Design noc_flit_deserializer, sky130hd; sources not shown.
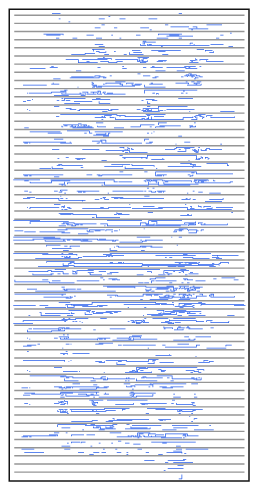
run_1/met1.png
Drawn at 3 px/µm. Supply wires on this layer in gray.
- share of all routed wire: 39%
- wire length on this layer: 3,860 µm
- main direction: horizontal
- nets with wire on the layer: 469
- longest straight run: 33.6 µm
met1 Resource Use GR: 0.195
vias: 3,123
drt total wl: 9910 µm

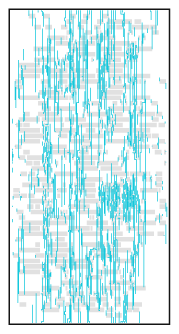
run_1/met2.png
Drawn at 2 px/µm.
- share of all routed wire: 55%
- wire length on this layer: 5,480 µm
- nets with wire on the layer: 426
- longest straight run: 51.3 µm
- main direction: vertical
M2 GR Usage: 0.312

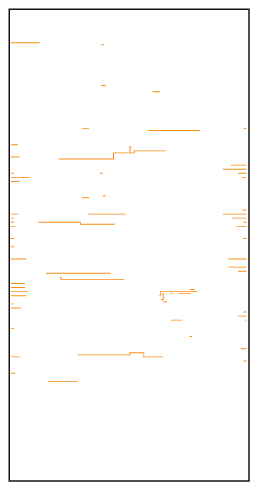
run_1/met3.png
Drawn at 3 px/µm.
- main direction: horizontal
- wire length on this layer: 330 µm
- share of all routed wire: 3.3%
met3 usage: 0.0466

==> results.yml, run 1 <==
# yosys + openroad results
place:
  portBuffers: 83
  place_hpwl_um: 6150
critical_path:
  crit_type: "input port to register"
  ff2ff_setup_slack_ns: 2.29
  path_buffers: 4
  cp.depth: 9
floorplanning:
  initCoreUtil: 0.409
  boundaryPins: 86
  dieArea_um2: 12400
  die_h_um: 157
cts:
  cts.sink_count: 123
  clk_pin_slew_worst_paths_ns: 0.07
global_routing:
  antenna_found_initial: 0
  first_global_vias: 3259
  grt_max_degree: 42
run_status:
  outcome: "completed"
cells_and_area:
  largest_register_ffs: 78
  layout-drive-gt1-share: 0.0833
  area_growth_pct: 26.2
  nets: 547
drt:
  top_layer: "met4"
flow_run:
  warnings: 26
sta:
  post-route-period-util: 0.679
  timing.fmax_mhz: 271
==> run 1: cell type report <==
class / instances / area (µm²)
tap: 145 / 181
fill: 1052 / 5650
timing repair buffer: 85 / 846
inverter: 16 / 60.1
clock buffer: 24 / 312
sequential: 123 / 3470
clock inverter: 8 / 116
multi-input combinational: 260 / 1060
==> run 1: through the flow <==
stage          cell area, µm²  hold slack (ns)  setup WS (ns)  instances  total power (µW)
3_5_place_dp             5620            0.458           1.27        629              2690
2_1_floorplan            4790            0.442           1.13        426              2260
5_1_grt                  6050            0.483           1.56        661              3750
4_1_cts                  6050            0.476           1.74        661              3560
6_report                 6050            0.469           1.74        661              3510
3_3_place_gp             5620            0.455           1.37        629              2660
==> run 1: power groups by stage <==
stage | Combinational, µW | Clock (µW) | Sequential, µW
6_report | 1150 | 851 | 1510
5_1_grt | 1300 | 912 | 1540
4_1_cts | 1170 | 877 | 1510
3_5_place_dp | 1160 | 0 | 1530
3_3_place_gp | 1140 | 0 | 1520
2_1_floorplan | 722 | 0 | 1530
==> run 1: per-layer routing <==
layer / GRT usage / vias to the layer above
met3: 0.0466 / 18
met1: 0.195 / 1498
li1: - / 1530
met2: 0.312 / 77
met5: - / -
met4: 0.0779 / 0
==> run 1: worst min-delay path, delay by kind of cell, from the launching register on <==
| kind | cells | cell delay [ns] |
|---|---|---|
| AND/OR/NAND/NOR | 2 | 0.09 |
| flip-flops | 1 | 0.34 |
==> run 2, diff against run 1 <==
==> constraint.sdc (replaced) <==
create_clock -name clk_noc -period 3.25 [get_ports clk_noc]
set_input_delay 0.975 -clock clk_noc [delete_from_list [all_inputs] [get_ports clk_noc]]
set_output_delay 0.975 -clock clk_noc [all_outputs]
set_load 0.01 [all_outputs]
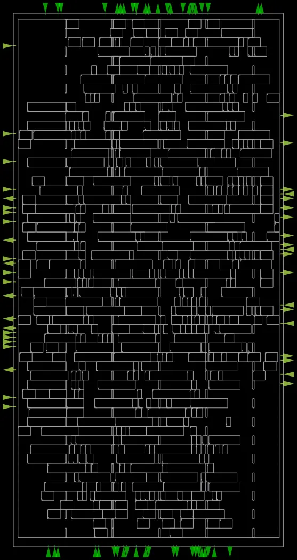
run_2/final_placement.png
fraction of area in registers: 0.566
area of the core: 11,700 µm²

==> run 2 against run 1 <==
Compared with the run above: die size unchanged; clock skew increased by 0.00082 ns; sequential power increased by 62%; non-clock buffer count increased by 5; first-iteration DRC count decreased by 15%; sequential share of layout area decreased by 0.75 points; final area increased by 1.3%; via count decreased by 0.86%; utilization increased by 0.68 points; critical path type is now register to register.
==> results.yml, run 2 <==
# yosys + openroad results
sta:
  timing.fmax_mhz: 386
  post-route-period-util: 0.796
  whs_ns: 0.471
cells_and_area:
  area_growth_pct: 27.9
  mi_logic_area_um2: 1060
  nets: 552
  regArea_um2: 3470
  instances_no_fill: 666
  layout-drive-gt1-share: 0.0902
drt:
  wirelength_um: 9710
  vias: 3096
place:
  pre_cts_ws_ns: 0.327
  place_hpwl_um: 6300
  gp_congestion: 0.780
  dp_cells: 634
  portBuffers: 83
cts:
  cts.sink_count: 123
  cts_setup_buffers: 0
  clk_pin_slew_worst_paths_ns: 0.07
global_routing:
  grt_max_degree: 42
  antenna_found_initial: 0
  first_global_vias: 3150
floorplanning:
  dieArea_um2: 12400
  die_h_um: 157
  initCoreUtil: 0.409
pwr:
  switchingPower_uw: 1970
critical_path:
  crit_type: "register to register"
run_status:
  outcome: "completed"
run 2: metal layers:
metal / global-route usage / up-vias / part of all wire
met5: - / - / 0
met4: 0.0797 / 0 / 0.014
met3: 0.0443 / 9 / 0.042
met2: 0.312 / 78 / 0.56
met1: 0.189 / 1468 / 0.39
li1: - / 1541 / -
run 2: area by class of cell:
cell class,instances,share of cell area
clock buffers,19,0.0427
clock inverters,13,0.0321
inverters,16,0.00980
multi-input cells,260,0.174
flip-flops and latches,123,0.566
well taps,145,0.0296
repair buffers,90,0.146
run 2: per-stage QoR:
step / total power [µW] / area (µm²)
after floorplan: 3780 / 4800
after global placement: 4480 / 5670
after detailed placement: 4540 / 5670
after CTS: 6080 / 6130
after global routing: 6400 / 6130
final: 5990 / 6130
run 2: power by group through the flow:
stage          clock network (µW)  logic (µW)  registers, µW
2_1_floorplan                   0        1210           2560
3_3_place_gp                    0        2030           2460
5_1_grt                      1620        2290           2490
4_1_cts                      1560        2080           2440
3_5_place_dp                    0        2070           2470
6_report                     1530        2020           2440
run 2: worst max-delay path, cell delays in order (launching register included):
cell and delay, ns:
dfrtp_1 0.44, nor2_2 0.09, inv_2 0.54, nand2_2 0.29
inv_1 0.13, inv_1 0.06, nand3_1 0.10, nand3_1 0.11
inv_2 0.26, buf_12 0.25
No activity file was given, so power comes from the tool's default toggle rates.
